File: config.mk
export PLATFORM = sky130hd
export DESIGN_NAME = dmem_access_ctrl_flat
export DESIGN_NICKNAME = d
export VERILOG_FILES = /design/src/rtl/dmem_access_ctrl_if.sv /design/src/rtl/dmem_access_ctrl.sv /design/src/flat_wrapper.sv
export SDC_FILE = /design/constraint.sdc
export NUM_CORES = 1
export LEC_CHECK = 0
export CAP_MARGIN = 20
export CORE_MARGIN = 10
export CORE_UTILIZATION = 50
export DETAILED_ROUTE_END_ITERATION = 10
export PLACE_DENSITY_LB_ADDON = 0.08
export SYNTH_ARGS = -nofsm -noshare
export SYNTH_HDL_FRONTEND = slang
export SYNTH_SLANG_ARGS = --single-unit
File: constraint.sdc
create_clock -name SYS_clk -period 4.45 [get_ports SYS_clk]
set_clock_uncertainty 0.15 [all_clocks]
set_input_delay 0.445 -clock SYS_clk [delete_from_list [all_inputs] [get_ports SYS_clk]]
set_output_delay 0.445 -clock SYS_clk [all_outputs]
set_load 0.01 [all_outputs]
File: src/rtl/dmem_access_ctrl_if.sv
// Bus bundle between the data path, the load/store controller and the data SRAM.
// The controller connects through the slave modport; the surrounding CPU/SRAM
// environment uses the master modport.
// Optional macro DMEM_MISALIGN_TRAP_EN adds the MEM_misaligned strobe.
interface dmem_access_ctrl_if #(
   parameter int ADDR_W = 10
);
   // data path request side
   logic              MEM_read_en;
   logic [1:0]        MEM_read_length;
   logic              MEM_read_signed;
   logic [31:0]       MEM_read_address;
   logic [1:0]        MEM_write_length;
   logic [31:0]       MEM_write_data;
   logic [31:0]       MEM_write_address;
   logic [31:0]       MEM_read_data;
   logic              MEM_stall;
`ifdef DMEM_MISALIGN_TRAP_EN
   logic              MEM_misaligned;
`endif
   // SRAM side
   logic              SRAM_en;
   logic              SRAM_we;
   logic [ADDR_W-1:0] SRAM_addr;
   logic [3:0]        SRAM_be;
   logic [31:0]       SRAM_wdata;
   logic [31:0]       SRAM_rdata;

   modport slave (
`ifdef DMEM_MISALIGN_TRAP_EN
      output MEM_misaligned,
`endif
      input  MEM_read_en,
      input  MEM_read_length,
      input  MEM_read_signed,
      input  MEM_read_address,
      input  MEM_write_length,
      input  MEM_write_data,
      input  MEM_write_address,
      output MEM_read_data,
      output MEM_stall,
      output SRAM_en,
      output SRAM_we,
      output SRAM_addr,
      output SRAM_be,
      output SRAM_wdata,
      input  SRAM_rdata
   );

   modport master (
`ifdef DMEM_MISALIGN_TRAP_EN
      input  MEM_misaligned,
`endif
      output MEM_read_en,
      output MEM_read_length,
      output MEM_read_signed,
      output MEM_read_address,
      output MEM_write_length,
      output MEM_write_data,
      output MEM_write_address,
      input  MEM_read_data,
      input  MEM_stall,
      input  SRAM_en,
      input  SRAM_we,
      input  SRAM_addr,
      input  SRAM_be,
      input  SRAM_wdata,
      output SRAM_rdata
   );
endinterface

File: src/rtl/dmem_access_ctrl.sv
// Load/store unit: turns byte/half/word requests at arbitrary byte addresses
// into word-aligned SRAM accesses with byte enables, splits accesses that
// straddle a word boundary into two SRAM cycles, and sign/zero-extends loads.
// MEM_stall holds the PC while a multi-cycle access is in flight.
// Optional macro DMEM_MISALIGN_TRAP_EN: straddling requests are not performed
// and flagged on MEM_misaligned instead.
module dmem_access_ctrl #(
   parameter int ADDR_W = 10
) (
   input  logic               SYS_clk,
   input  logic               SYS_reset_n,
   dmem_access_ctrl_if.slave  bus
);

`ifdef DMEM_MISALIGN_TRAP_EN
   localparam logic TRAP_EN = 1'b1;
`else
   localparam logic TRAP_EN = 1'b0;
`endif

   typedef enum logic [2:0] {
      ST_IDLE = 3'd0,
      ST_RD1  = 3'd1,
      ST_RD2  = 3'd2,
      ST_WR2  = 3'd3,
      ST_DONE = 3'd4
   } state_t;

   // Byte count of a length code; code 0 means a full word.
   function automatic logic [2:0] len_to_nbytes(input logic [1:0] len);
      case (len)
         2'd1:    return 3'd1;
         2'd2:    return 3'd2;
         default: return 3'd4;
      endcase
   endfunction

   // Unshifted lane mask for an access of nb bytes.
   function automatic logic [3:0] lane_mask(input logic [2:0] nb);
      case (nb)
         3'd1:    return 4'b0001;
         3'd2:    return 4'b0011;
         default: return 4'b1111;
      endcase
   endfunction

   // Truncate to nb bytes and extend; full words pass through untouched.
   function automatic logic [31:0] extend_load(input logic [31:0] raw,
                                               input logic [2:0]  nb,
                                               input logic        sgn);
      case (nb)
         3'd1: begin
            if (sgn) return {{24{raw[7]}}, raw[7:0]};
            else     return {24'd0, raw[7:0]};
         end
         3'd2: begin
            if (sgn) return {{16{raw[15]}}, raw[15:0]};
            else     return {16'd0, raw[15:0]};
         end
         default: return raw;
      endcase
   endfunction

   state_t              state_r;
   state_t              state_nxt_s;

   // request captured on acceptance in IDLE
   logic [ADDR_W+1:0]   req_addr_r;
   logic [2:0]          req_nb_r;
   logic                req_signed_r;
   logic [31:0]         req_wdata_r;
   logic                req_split_r;

   logic [31:0]         buf0_r;
   logic [31:0]         buf1_r;
   logic [31:0]         read_data_r;

   // decode of the live request seen in IDLE
   logic                rd_req_s;
   logic                wr_req_s;
   logic [ADDR_W+1:0]   in_addr_s;
   logic [2:0]          in_nb_s;

   // geometry of the request being worked on (live in IDLE, captured after)
   logic [ADDR_W+1:0]   cur_addr_s;
   logic [2:0]          cur_nb_s;
   logic [31:0]         cur_wdata_s;
   logic [1:0]          off_s;
   logic [ADDR_W-1:0]   word0_s;
   logic [ADDR_W-1:0]   word1_s;
   logic                split_s;
   logic [7:0]          be_wide_s;
   logic [63:0]         wd_wide_s;

   // load assembly
   logic [63:0]         pair_s;
   logic [63:0]         pair_shift_s;
   logic [31:0]         load_ext_s;

   // raw (pre-reset-gating) outputs
   logic                sram_en_s;
   logic                sram_we_s;
   logic [ADDR_W-1:0]   sram_addr_s;
   logic [3:0]          sram_be_s;
   logic [31:0]         sram_wdata_s;
   logic                stall_s;
   logic                mis_s;

   assign rd_req_s = bus.MEM_read_en;
   assign wr_req_s = (bus.MEM_read_en == 1'b0) && (bus.MEM_write_length != 2'd0);

   // Select address and size of the live request; a load wins over a store.
   always_comb begin
      in_addr_s = bus.MEM_write_address[ADDR_W+1:0];
      in_nb_s   = len_to_nbytes(bus.MEM_write_length);
      if (rd_req_s) begin
         in_addr_s = bus.MEM_read_address[ADDR_W+1:0];
         in_nb_s   = len_to_nbytes(bus.MEM_read_length);
      end else begin
         in_addr_s = bus.MEM_write_address[ADDR_W+1:0];
         in_nb_s   = len_to_nbytes(bus.MEM_write_length);
      end
   end

   // Work on the live request in IDLE and on the captured copy afterwards.
   always_comb begin
      cur_addr_s  = req_addr_r;
      cur_nb_s    = req_nb_r;
      cur_wdata_s = req_wdata_r;
      if (state_r == ST_IDLE) begin
         cur_addr_s  = in_addr_s;
         cur_nb_s    = in_nb_s;
         cur_wdata_s = bus.MEM_write_data;
      end else begin
         cur_addr_s  = req_addr_r;
         cur_nb_s    = req_nb_r;
         cur_wdata_s = req_wdata_r;
      end
   end

   assign off_s     = cur_addr_s[1:0];
   assign word0_s   = cur_addr_s[ADDR_W+1:2];
   assign word1_s   = word0_s + {{(ADDR_W-1){1'b0}}, 1'b1};
   assign split_s   = ({2'b00, off_s} + {1'b0, cur_nb_s}) > 4'd4;
   // low nibble/word go to word0, high nibble/word spill into word1
   assign be_wide_s = {4'b0000, lane_mask(cur_nb_s)} << off_s;
   assign wd_wide_s = {32'd0, cur_wdata_s} << {off_s, 3'b000};

   // Pair the two read words; RD1 completes only unsplit loads, RD2 the split ones.
   always_comb begin
      pair_s = 64'd0;
      case (state_r)
         ST_RD1:  pair_s = {buf1_r, bus.SRAM_rdata};
         ST_RD2:  pair_s = {bus.SRAM_rdata, buf0_r};
         default: pair_s = {buf1_r, buf0_r};
      endcase
   end

   assign pair_shift_s = pair_s >> {off_s, 3'b000};
   assign load_ext_s   = extend_load(pair_shift_s[31:0], cur_nb_s, req_signed_r);

   // State register.
   always_ff @(posedge SYS_clk or negedge SYS_reset_n) begin
      if (!SYS_reset_n) begin
         state_r <= ST_IDLE;
      end else begin
         state_r <= state_nxt_s;
      end
   end

   // Next-state logic.
   always_comb begin
      state_nxt_s = state_r;
      case (state_r)
         ST_IDLE: begin
            if (rd_req_s) begin
               state_nxt_s = ST_RD1;
            end else if (wr_req_s && split_s && !TRAP_EN) begin
               state_nxt_s = ST_WR2;
            end else begin
               state_nxt_s = ST_IDLE;
            end
         end
         ST_RD1: begin
            if (req_split_r && !TRAP_EN) begin
               state_nxt_s = ST_RD2;
            end else begin
               state_nxt_s = ST_DONE;
            end
         end
         ST_RD2:  state_nxt_s = ST_DONE;
         ST_WR2:  state_nxt_s = ST_IDLE;
         ST_DONE: state_nxt_s = ST_IDLE;
         default: state_nxt_s = ST_IDLE;
      endcase
   end

   // Output decode: SRAM strobes, stall and misalignment flag per state.
   always_comb begin
      sram_en_s    = 1'b0;
      sram_we_s    = 1'b0;
      sram_addr_s  = word0_s;
      sram_be_s    = 4'b0000;
      sram_wdata_s = 32'd0;
      stall_s      = 1'b0;
      mis_s        = 1'b0;
      case (state_r)
         ST_IDLE: begin
            if (rd_req_s) begin
               stall_s = 1'b1;
               if (split_s && TRAP_EN) begin
                  mis_s = 1'b1;
               end else begin
                  sram_en_s   = 1'b1;
                  sram_addr_s = word0_s;
               end
            end else if (wr_req_s) begin
               if (split_s && TRAP_EN) begin
                  mis_s = 1'b1;
               end else begin
                  sram_en_s    = 1'b1;
                  sram_we_s    = 1'b1;
                  sram_addr_s  = word0_s;
                  sram_be_s    = be_wide_s[3:0];
                  sram_wdata_s = wd_wide_s[31:0];
                  stall_s      = split_s;
               end
            end else begin
               sram_en_s = 1'b0;
            end
         end
         ST_RD1: begin
            stall_s = 1'b1;
            if (req_split_r && !TRAP_EN) begin
               sram_en_s   = 1'b1;
               sram_addr_s = word1_s;
            end else begin
               sram_en_s = 1'b0;
            end
         end
         ST_RD2: begin
            stall_s = 1'b1;
         end
         ST_WR2: begin
            sram_en_s    = 1'b1;
            sram_we_s    = 1'b1;
            sram_addr_s  = word1_s;
            sram_be_s    = be_wide_s[7:4];
            sram_wdata_s = wd_wide_s[63:32];
         end
         ST_DONE: begin
            stall_s = 1'b0;
         end
         default: begin
            stall_s = 1'b0;
         end
      endcase
   end

   // Capture the accepted request so later states do not depend on held inputs.
   always_ff @(posedge SYS_clk or negedge SYS_reset_n) begin
      if (!SYS_reset_n) begin
         req_addr_r   <= '0;
         req_nb_r     <= 3'd4;
         req_signed_r <= 1'b0;
         req_wdata_r  <= 32'd0;
         req_split_r  <= 1'b0;
      end else if ((state_r == ST_IDLE) && (rd_req_s || wr_req_s)) begin
         req_addr_r   <= in_addr_s;
         req_nb_r     <= in_nb_s;
         req_signed_r <= bus.MEM_read_signed;
         req_wdata_r  <= bus.MEM_write_data;
         req_split_r  <= split_s;
      end else begin
         req_addr_r   <= req_addr_r;
      end
   end

   // Word buffers fed by the SRAM the cycle after each read strobe.
   always_ff @(posedge SYS_clk or negedge SYS_reset_n) begin
      if (!SYS_reset_n) begin
         buf0_r <= 32'd0;
         buf1_r <= 32'd0;
      end else if (state_r == ST_RD1) begin
         buf0_r <= bus.SRAM_rdata;
      end else if (state_r == ST_RD2) begin
         buf1_r <= bus.SRAM_rdata;
      end else begin
         buf0_r <= buf0_r;
      end
   end

   // Load result register, updated only on entry to DONE.
   always_ff @(posedge SYS_clk or negedge SYS_reset_n) begin
      if (!SYS_reset_n) begin
         read_data_r <= 32'd0;
      end else if ((state_r == ST_RD1) && (state_nxt_s == ST_DONE)) begin
         read_data_r <= (req_split_r && TRAP_EN) ? 32'd0 : load_ext_s;
      end else if (state_r == ST_RD2) begin
         read_data_r <= load_ext_s;
      end else begin
         read_data_r <= read_data_r;
      end
   end

   // While reset is low every strobe is forced inactive whatever the inputs.
   assign bus.SRAM_en       = sram_en_s & SYS_reset_n;
   assign bus.SRAM_we       = sram_we_s & SYS_reset_n;
   assign bus.SRAM_be       = sram_be_s & {4{SYS_reset_n}};
   assign bus.SRAM_addr     = sram_addr_s;
   assign bus.SRAM_wdata    = sram_wdata_s;
   assign bus.MEM_stall     = stall_s & SYS_reset_n;
   assign bus.MEM_read_data = read_data_r;

`ifdef DMEM_MISALIGN_TRAP_EN
   assign bus.MEM_misaligned = mis_s & SYS_reset_n;
`else
   logic unused_mis_s;
   assign unused_mis_s = mis_s;
`endif

   // Byte-address bits above the SRAM range wrap and are deliberately ignored.
   logic unused_bits_s;
   assign unused_bits_s = ^{bus.MEM_read_address[31:ADDR_W+2],
                            bus.MEM_write_address[31:ADDR_W+2],
                            pair_shift_s[63:32]};

endmodule

File: src/flat_wrapper.sv
// flat-port wrapper written by rule: the top's interface ports become plain ports
module dmem_access_ctrl_flat 
#(
   parameter int ADDR_W = 10
)
  (SYS_clk, SYS_reset_n, bus_MEM_read_en, bus_MEM_read_length, bus_MEM_read_signed, bus_MEM_read_address, bus_MEM_write_length, bus_MEM_write_data, bus_MEM_write_address, bus_MEM_read_data, bus_MEM_stall, bus_SRAM_en, bus_SRAM_we, bus_SRAM_addr, bus_SRAM_be, bus_SRAM_wdata, bus_SRAM_rdata);
  dmem_access_ctrl_if #(.ADDR_W(ADDR_W)) bus_i ();
  input  logic SYS_clk;
  input  logic SYS_reset_n;
  input wire logic [$bits(bus_i.MEM_read_en)-1:0] bus_MEM_read_en;
  input wire logic [$bits(bus_i.MEM_read_length)-1:0] bus_MEM_read_length;
  input wire logic [$bits(bus_i.MEM_read_signed)-1:0] bus_MEM_read_signed;
  input wire logic [$bits(bus_i.MEM_read_address)-1:0] bus_MEM_read_address;
  input wire logic [$bits(bus_i.MEM_write_length)-1:0] bus_MEM_write_length;
  input wire logic [$bits(bus_i.MEM_write_data)-1:0] bus_MEM_write_data;
  input wire logic [$bits(bus_i.MEM_write_address)-1:0] bus_MEM_write_address;
  output wire logic [$bits(bus_i.MEM_read_data)-1:0] bus_MEM_read_data;
  output wire logic [$bits(bus_i.MEM_stall)-1:0] bus_MEM_stall;
  output wire logic [$bits(bus_i.SRAM_en)-1:0] bus_SRAM_en;
  output wire logic [$bits(bus_i.SRAM_we)-1:0] bus_SRAM_we;
  output wire logic [$bits(bus_i.SRAM_addr)-1:0] bus_SRAM_addr;
  output wire logic [$bits(bus_i.SRAM_be)-1:0] bus_SRAM_be;
  output wire logic [$bits(bus_i.SRAM_wdata)-1:0] bus_SRAM_wdata;
  input wire logic [$bits(bus_i.SRAM_rdata)-1:0] bus_SRAM_rdata;
  assign bus_i.MEM_read_en = bus_MEM_read_en;
  assign bus_i.MEM_read_length = bus_MEM_read_length;
  assign bus_i.MEM_read_signed = bus_MEM_read_signed;
  assign bus_i.MEM_read_address = bus_MEM_read_address;
  assign bus_i.MEM_write_length = bus_MEM_write_length;
  assign bus_i.MEM_write_data = bus_MEM_write_data;
  assign bus_i.MEM_write_address = bus_MEM_write_address;
  assign bus_MEM_read_data = bus_i.MEM_read_data;
  assign bus_MEM_stall = bus_i.MEM_stall;
  assign bus_SRAM_en = bus_i.SRAM_en;
  assign bus_SRAM_we = bus_i.SRAM_we;
  assign bus_SRAM_addr = bus_i.SRAM_addr;
  assign bus_SRAM_be = bus_i.SRAM_be;
  assign bus_SRAM_wdata = bus_i.SRAM_wdata;
  assign bus_i.SRAM_rdata = bus_SRAM_rdata;
  dmem_access_ctrl #(.ADDR_W(ADDR_W)) u_core (.SYS_clk(SYS_clk), .SYS_reset_n(SYS_reset_n), .bus(bus_i));
endmodule
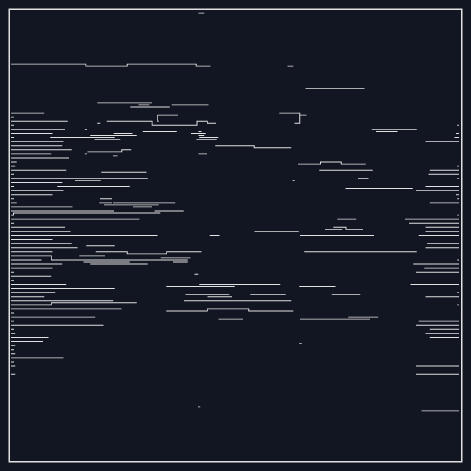
met3.png
Scale: 3 px per um.
nets with wire on the layer = 139
main direction = horizontal
longest straight run = 48.8 um

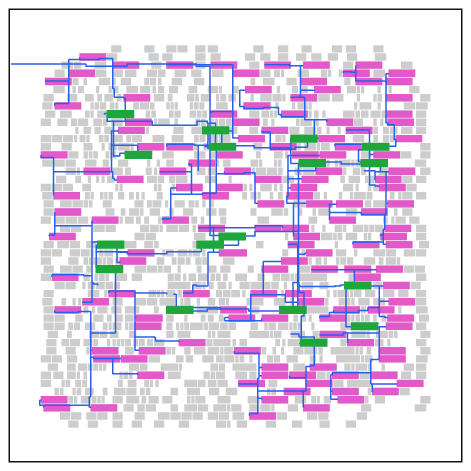
clock_map.png
Scale: 3 px per um.
blue -> clock wires  # length 1,900 um
green -> cells driving clock nets  # count 17
magenta -> flip-flops  # count 140
flops lie = all over the die
routed clock nets = 18

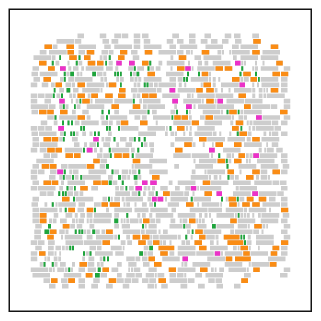
gate_families.png
Scale: 2 px per um.
magenta -> AND-OR and OR-AND gates  # cells 28
orange -> multiplexers  # cells 160, where all over the die
green -> NAND gates  # cells 138

==> results.txt <==
run metrics: Post-CTS Setup Bufs=0, vias in the first global route=7,672, Crit-path slowest cell=buf_4, R2R setup slack=0.86 ns, slowest stage delay, CP=0.62 ns, crit path to=bus_SRAM_wdata[7], pin count of the biggest net entering global routing=69, core area=16,600 um2, DRT iter0 DRCs=529, Seq area share=0.317, register share after synthesis=0.413, layout cell share with drive strength beyond 1=0.172, Post-Layout Cell Count=1,291, antenna cells=0, P_seq=2.27 mW, yosys cell count=900, Syn Nets=1,045, EDFF count, synth=0, GR peak layer=met2, WP data required=3.86 ns, P_leak=4.63 nW, routing usage on met3=0.0765, FP Util=0.510, final WL=25,200 um, fmax=0.237 GHz, Final clock-cell share=0.0515, Slew Limit Fails=0, cell area power density=809 nW/um2, ANT nets after route=0, ao+oa area frac=0.146, Port Buffer Count=176, final hold vios=0, worst setup path category=reg -> out, Ys Warns=0, fraction of area in multi-input gates=0.419, H-Tree Depth=4, clk sinks=140, Place WS=0.0699 ns, kind of launch point of the worst setup path=flop, Comb gate area=4630 um2, Worst-Margin Slew=1.12 ns, All-Layer GR Usage=0.223, # Taps=220, CP Capture Type=primary output, peak supply drop=0.394 mV, Main power group=combinational cells, MaxCap Viol Count=0, Setup-failing EPs final=0, Yosys reg bits=140, Final Util=0.664, Syn Inst Count=900, Placed Instances=1,258, DR DRC count=0, Crit. path cell count=9, worst path bufs/invs=3, status=completed, Net Sw Power=3.80 mW, number of logic inverters in the finished layout=26, chip area=22,600 um2, Area leader share=0.410, sequential share of power=0.254, most frequent logic cell in the layout=clkdlybuf4s50_1, Final WS setup=0.237 ns, P_comb=5.30 mW, Post-Layout Inst Area=11,100 um2, count of different cell masters after synthesis=59, met2 usage=0.370, share of flip-flops with an asynchronous set or reset=1.00, fill count=1,387, Post-Synth Adder-Cell Area=0.0141, cts hold-fix bufs=1, P_clk=1.38 mW, # nets final=1,203, worst-path maximum fanout=68, row cnt=47, Simple-Gate Fraction of Synth Area=0.158, die span in y=150 um, synthesized cell area=8490 um2, hold path start=u_core.buf0_r[7]$_DFFE_PN0N_, r2r worst-path depth=7, most frequent cell after synthesis=dfrtp_1, worst flop-to-flop path endpoint=u_core.bus.MEM_read_data[9]$_DFFE_PN0P_, M1 wire length=10,700 um, Worst Hold Class=reg -> reg, met2 WL=11,900 um, Final period util=0.947, XOR Share, Synth=0.0134, CTS tree=built, setup TNS=0 ns, sw frac=0.425, antenna violations before repair=2, wire per inst=19.5 um
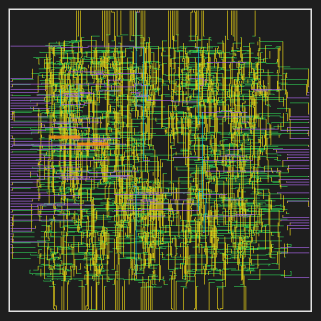
metal_stack.png
Scale: 2 px per um.
green -> met1  # wire length 10,700 um
cyan -> met4  # wire length 316 um
orange -> met5  # wire length 27.6 um
purple -> met3  # wire length 2,250 um
yellow -> met2  # wire length 11,900 um

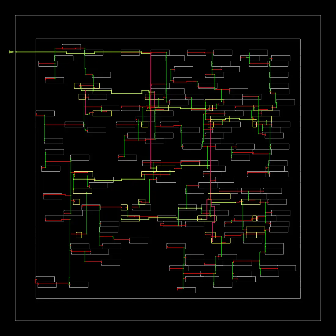
final_clocks.png
clock buf count: 20
CTS Buf Count: 17
num sequential: 140
clk latency late pin: 0.43 ns

Power is estimated from default activity; no workload was simulated.
